[src/rtl/ea_index_seq.sv]
// rtl/ea_index_seq.sv - effective-address sequencer driving a registered 9-bit-op ALU
// Forms base+idx8 or pc+rel8 one byte per ALU pass, adding a high-byte pass on page crossing.
module ea_index_seq #(
    parameter bit ALWAYS_FIX = 1'b0
) (
    input  logic        clk,
    input  logic        rst,
    input  logic        start,
    input  logic        mode,
    input  logic [15:0] base,
    input  logic [7:0]  offset,
    output logic [8:0]  alu_op,
    output logic [7:0]  alu_a,
    output logic [7:0]  alu_b,
    output logic        alu_c,
    input  logic [7:0]  alu_out,
    input  logic        alu_sumC,
    output logic        busy,
    output logic        done,
    output logic [15:0] ea,
    output logic        page_cross
);

    typedef enum logic [2:0] {
        S_IDLE,
        S_LO,
        S_LOR,
        S_HI,
        S_HIR,
        S_DONE
    } state_t;

    localparam logic [8:0] OP_NOP  = 9'h000;
    localparam logic [8:0] OP_ADD  = 9'h010;
    localparam logic [8:0] OP_INC  = 9'h0D0;
    localparam logic [8:0] OP_DEC  = 9'h190;
    localparam logic [8:0] OP_ADD0 = 9'h090;

    state_t      state_q;
    logic        mode_q;
    logic [15:0] base_q;
    logic [7:0]  offset_q;
    logic [15:0] ea_q;
    logic        page_cross_q;
    logic        busy_q;
    logic        done_q;
    logic        cross_d;
    logic        need_hi_d;

    // A branch displacement is signed: a negative offset with no carry out borrows from the high byte.
    always_comb begin
        cross_d   = mode_q ? (alu_sumC ^ offset_q[7]) : alu_sumC;
        need_hi_d = cross_d || (ALWAYS_FIX && !mode_q);
    end

    always_comb begin
        alu_op = OP_NOP;
        alu_a  = 8'h00;
        alu_b  = 8'h00;
        case (state_q)
            S_LO: begin
                alu_op = OP_ADD;
                alu_a  = base_q[7:0];
                alu_b  = offset_q;
            end
            S_HI: begin
                alu_a = base_q[15:8];
                if (!page_cross_q)
                    alu_op = OP_ADD0;
                else if (mode_q && offset_q[7])
                    alu_op = OP_DEC;
                else
                    alu_op = OP_INC;
            end
            default: begin
                alu_op = OP_NOP;
            end
        endcase
    end

    always_ff @(posedge clk) begin
        if (!rst) begin
            state_q      <= S_IDLE;
            mode_q       <= 1'b0;
            base_q       <= 16'h0000;
            offset_q     <= 8'h00;
            ea_q         <= 16'h0000;
            page_cross_q <= 1'b0;
            busy_q       <= 1'b0;
            done_q       <= 1'b0;
        end else begin
            done_q <= 1'b0;
            case (state_q)
                S_IDLE: begin
                    if (start) begin
                        mode_q   <= mode;
                        base_q   <= base;
                        offset_q <= offset;
                        busy_q   <= 1'b1;
                        state_q  <= S_LO;
                    end
                end
                S_LO: begin
                    state_q <= S_LOR;
                end
                S_LOR: begin
                    ea_q[7:0]    <= alu_out;
                    page_cross_q <= cross_d;
                    if (need_hi_d) begin
                        state_q <= S_HI;
                    end else begin
                        ea_q[15:8] <= base_q[15:8];
                        done_q     <= 1'b1;
                        state_q    <= S_DONE;
                    end
                end
                S_HI: begin
                    state_q <= S_HIR;
                end
                S_HIR: begin
                    ea_q[15:8] <= alu_out;
                    done_q     <= 1'b1;
                    state_q    <= S_DONE;
                end
                S_DONE: begin
                    busy_q  <= 1'b0;
                    state_q <= S_IDLE;
                end
                default: begin
                    busy_q  <= 1'b0;
                    state_q <= S_IDLE;
                end
            endcase
        end
    end

    assign alu_c      = 1'b0;
    assign busy       = busy_q;
    assign done       = done_q;
    assign ea         = ea_q;
    assign page_cross = page_cross_q;

endmodule
[config.mk]
export PLATFORM = sky130hd
export DESIGN_NAME = ea_index_seq
export DESIGN_NICKNAME = d
export VERILOG_FILES = /design/src/rtl/ea_index_seq.sv
export SDC_FILE = /design/constraint.sdc
export NUM_CORES = 1
export LEC_CHECK = 0
export CAP_MARGIN = 20
export CORE_MARGIN = 8
export CORE_UTILIZATION = 47
export CTS_CLUSTER_DIAMETER = 150
export CTS_CLUSTER_SIZE = 28
export DETAILED_ROUTE_END_ITERATION = 10
export GPL_ROUTABILITY_DRIVEN = 0
export PLACE_DENSITY = 0.89
export SLEW_MARGIN = 20
export SYNTH_ARGS = -nofsm -noshare
export SYNTH_HDL_FRONTEND = slang
export SYNTH_SLANG_ARGS = --single-unit
[constraint.sdc]
create_clock -name clk -period 2.81 [get_ports clk]
set_clock_uncertainty 0.05 [all_clocks]
set_input_delay 0.562 -clock clk [delete_from_list [all_inputs] [get_ports clk]]
set_output_delay 0.562 -clock clk [all_outputs]
set_load 0.05 [all_outputs]
Clock routing:
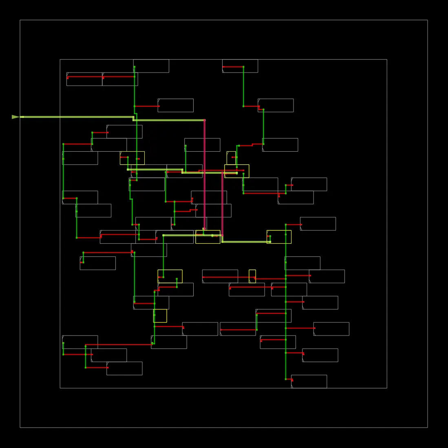
Flop Count: 47
clock buf count: 6

Placement by cell class:
Scale bar: 20 um.
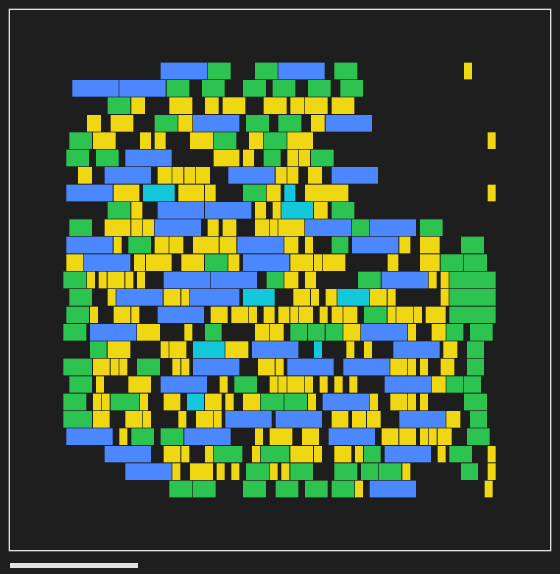
legend:
  yellow:
    class: combinational and other logic
    cells: 191
  green:
    class: remaining buffers and delay cells
    cells: 83
  blue:
    class: sequential cells
    cells: 47
  cyan:
    class: clock drivers and dummy loads
    cells: 8
row cnt: 25
Final Util: 66.5%
flop share of the area: 30.8%
design area: 3060 sq um
Core Area: 4600 sq um

Clock network drawn from the DEF:
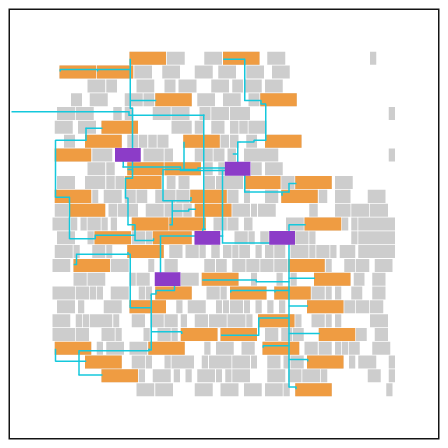
legend:
  purple:
    item: clock drivers
    count: 5
  orange:
    item: flip-flops
    count: 47
  cyan:
    item: clock wires
    length: 543 um
routed clock nets: 6
latest clock arrival within the worst-skew pair: 0.30 ns
Clk. pwr: 400 uW

Signal wires on met1:
Supply wires on this layer in gray.
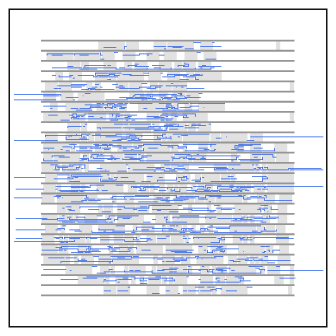
nets with wire on the layer: 327
main direction: horizontal
wire length on this layer: 2,460 um
longest straight run: 28.1 um
met1 GRT Util: 18.7%
Total Routed Length: 6.03 mm
via count: 2,033

==> flow_summary_export.csv <==
group,metric,value,unit
synthesis,synthTopCellsByCount,"nand2_1 (56), dfxtp_1 (47), a21boi_1 (20)",
power_and_ir_drop,finalPower,1610,uW
clocking,post_cts_resized,1,
synthesis,yosysWarnings,0,
clocking,cts.sinks,47,
setup_path,r2r_setup_slack,0.87,ns
clocking,cts_max_path_buffers,2,
placement,dpl.hpwl,4.52,mm
job,warnings,26,
timing,setup_viol,0,
die,ios,82,
setup_path,r2r_cells,5,
placement,dp_cells,375,
die,dieArea,7110,sq um
setup_path,rr_startpoint,"state_q[1]$_SDFFE_PN0P_",
routing,ant_nets,0,
power_and_ir_drop,power.share.sequential,47.5,%
placement,post-place-ws,0.278,ns
clocking,h-tree-depth,2,
global_routing,grtUsageTotal,16.7,%
synthesis,synth_top_area_share,42.9,%
setup_path,crit_path_end,"alu_a[6]",
clocking,cts_tree,"yes",
worst_hold_path,hold_end,"offset_q[6]$_SDFFE_PN0P_",
global_routing,overflow,0,
finish,area_delta_synth_final,39.5,%
synthesis,synthFlopType,"dfxtp_1",
finish,logic_area,1130,sq um
power_and_ir_drop,leakagePower,0.00126,uW
synthesis,ys_seq_share,42.9,%
clocking,numCtsBuffers,5,
power_and_ir_drop,p_switching,540,uW
timing,fmax,372,MHz
power_and_ir_drop,switching_share,33.5,%
power_and_ir_drop,powerDensity,527,nW/um^2
die,die_h,84.3,um
timing,worst_slew_pin_slew,0.520,ns
routing,drtPass1Iterations,4,
power_and_ir_drop,p_clk_share,24.8,%
synthesis,ys.flops,47,
finish,register_area,942,sq um
timing,hold-worst-slack,0.407,ns
synthesis,synth_cell_type_count,32,
timing,rsz0062_at_grt,"false",
setup_path,crit_required,2.20,ns
timing,slew_violations,0,
timing,finalCritPeriodShare,95.6,%
timing,setup_tns,0,ns
timing,period_needed,2.69,ns
job,maxCapViolations,0,
global_routing,grt_max_degree,26,
synthesis,yosys.area.top_type,"dfxtp_1",
timing,hold_viol,0,
clocking,clock-root-buffer,"clkbuf_8",
global_routing,grt_pass1_vias,2004,
status,status,"completed",
placement,postPlaceCellArea,2960,sq um
power_and_ir_drop,p_int,1070,uW
finish,fin_cells,383,
worst_hold_path,hold-path-cell-count,2,
power_and_ir_drop,power.share.combinational,27.7,%
finish,n_fill_cell,375,
global_routing,grt_pass1_wl,9.86,mm
setup_path,worstSetupStartpoint,"state_q[0]$_SDFFE_PN0P_",
timing,fin_ws,0.123,ns
clocking,cts_setup_buffers,0,
routing,via_per_inst,5.31,
synthesis,edf_count,0,
finish,drive_gt1_share,12.8,%
synthesis,ys_chip_area,2190,sq um
synthesis,syn_inst,257,
die,fp_util,47.7,%
finish,diodes,0,
setup_path,crit_type,"reg2out",
finish,layout.nets,365,
synthesis,synth_top_cell_by_count,"nand2_1",
setup_path,start_kind,"flop",
worst_hold_path,min_from,"offset_q[6]$_SDFFE_PN0P_",
synthesis,netlist_area,2190,sq um
timing,maxSlewHeadroom,65.2,%
worst_hold_path,min_path_type,"reg2reg",
setup_path,timing.rr.end,"ea[13]$_SDFFE_PN0P_",
setup_path,cp.arrival,2.07,ns
power_and_ir_drop,worst_ir_drop_vdd,0.448,mV
synthesis,ys_cells,257,
routing,routedWlPerCell,15.7,um
setup_path,end_kind,"primary output",
clocking,clk_pin_slew,0.09,ns
routing,drc,0,
routing,drt_iter0_drc,103,
synthesis,async_flop_share,0,%
synthesis,area_leaders,"dfxtp_1 (43%), nand2_1 (9.6%), mux2i_1 (7.3%)",
setup_path,crit_fanout,10,
clocking,cts_hold_buf,0,
global_routing,antenna_found_initial,0,
## cell families after synthesis
group	synth area share, %
AND/OR/NAND/NOR	20.5
XOR/XNOR	0.799
multiplexers	7.30
flip-flops	42.9
buffers and inverters	7.02
AND-OR/OR-AND	21.3
other	0.171
## sequential cells by signal, indices dropped and copies added, names as in the netlist
signal      count
page_cross      1
done            1
mode_q          1
ea             16
busy            1
offset_q        8
base_q         16
state_q         3
## per-layer routing
layer	share of wire [%]	vias up	GRT usage, %
li1	-	1013	-
met1	41	945	18.7
met2	51	69	28.6
met3	7.6	6	6.29
met4	0.95	0	4.55
met5	0	-	0
## area by class of cell
cell class	instances	share of cell area (%)
multi-input cells	189	36.9
flip-flops and latches	47	30.8
repair buffers	83	27.1
clock buffers	6	2.37
well taps	54	2.21
clock inverters	2	0.409
inverters	2	0.245
## cell usage in the layout (no fill, tap or decap), types with 6 or more instances in the layout
cell type,n
a21boi_1,20
a21oi_1,12
buf_4,18
and3_1,8
nor2b_1,10
nand2_1,56
conb_1,6
o221a_2,8
nor2_1,13
dfxtp_1,46
mux2i_1,16
clkdlybuf4s50_1,57
o21ai_0,10
o22ai_1,8
## power groups by stage
stage | combinational [uW] | sequential [uW] | clock (uW)
after floorplan | 242 | 837 | 0
after global placement | 440 | 777 | 0
after detailed placement | 447 | 779 | 0
after CTS | 450 | 764 | 405
after global routing | 482 | 772 | 436
final | 447 | 765 | 400
## worst max-delay path: stages (launching register included)
cell,delay [ns]
dfxtp_1,0.47
nand2b_1,0.31
nor2_1,0.18
clkdlybuf4s50_1,0.81
Power and IR drop assume default switching activity.
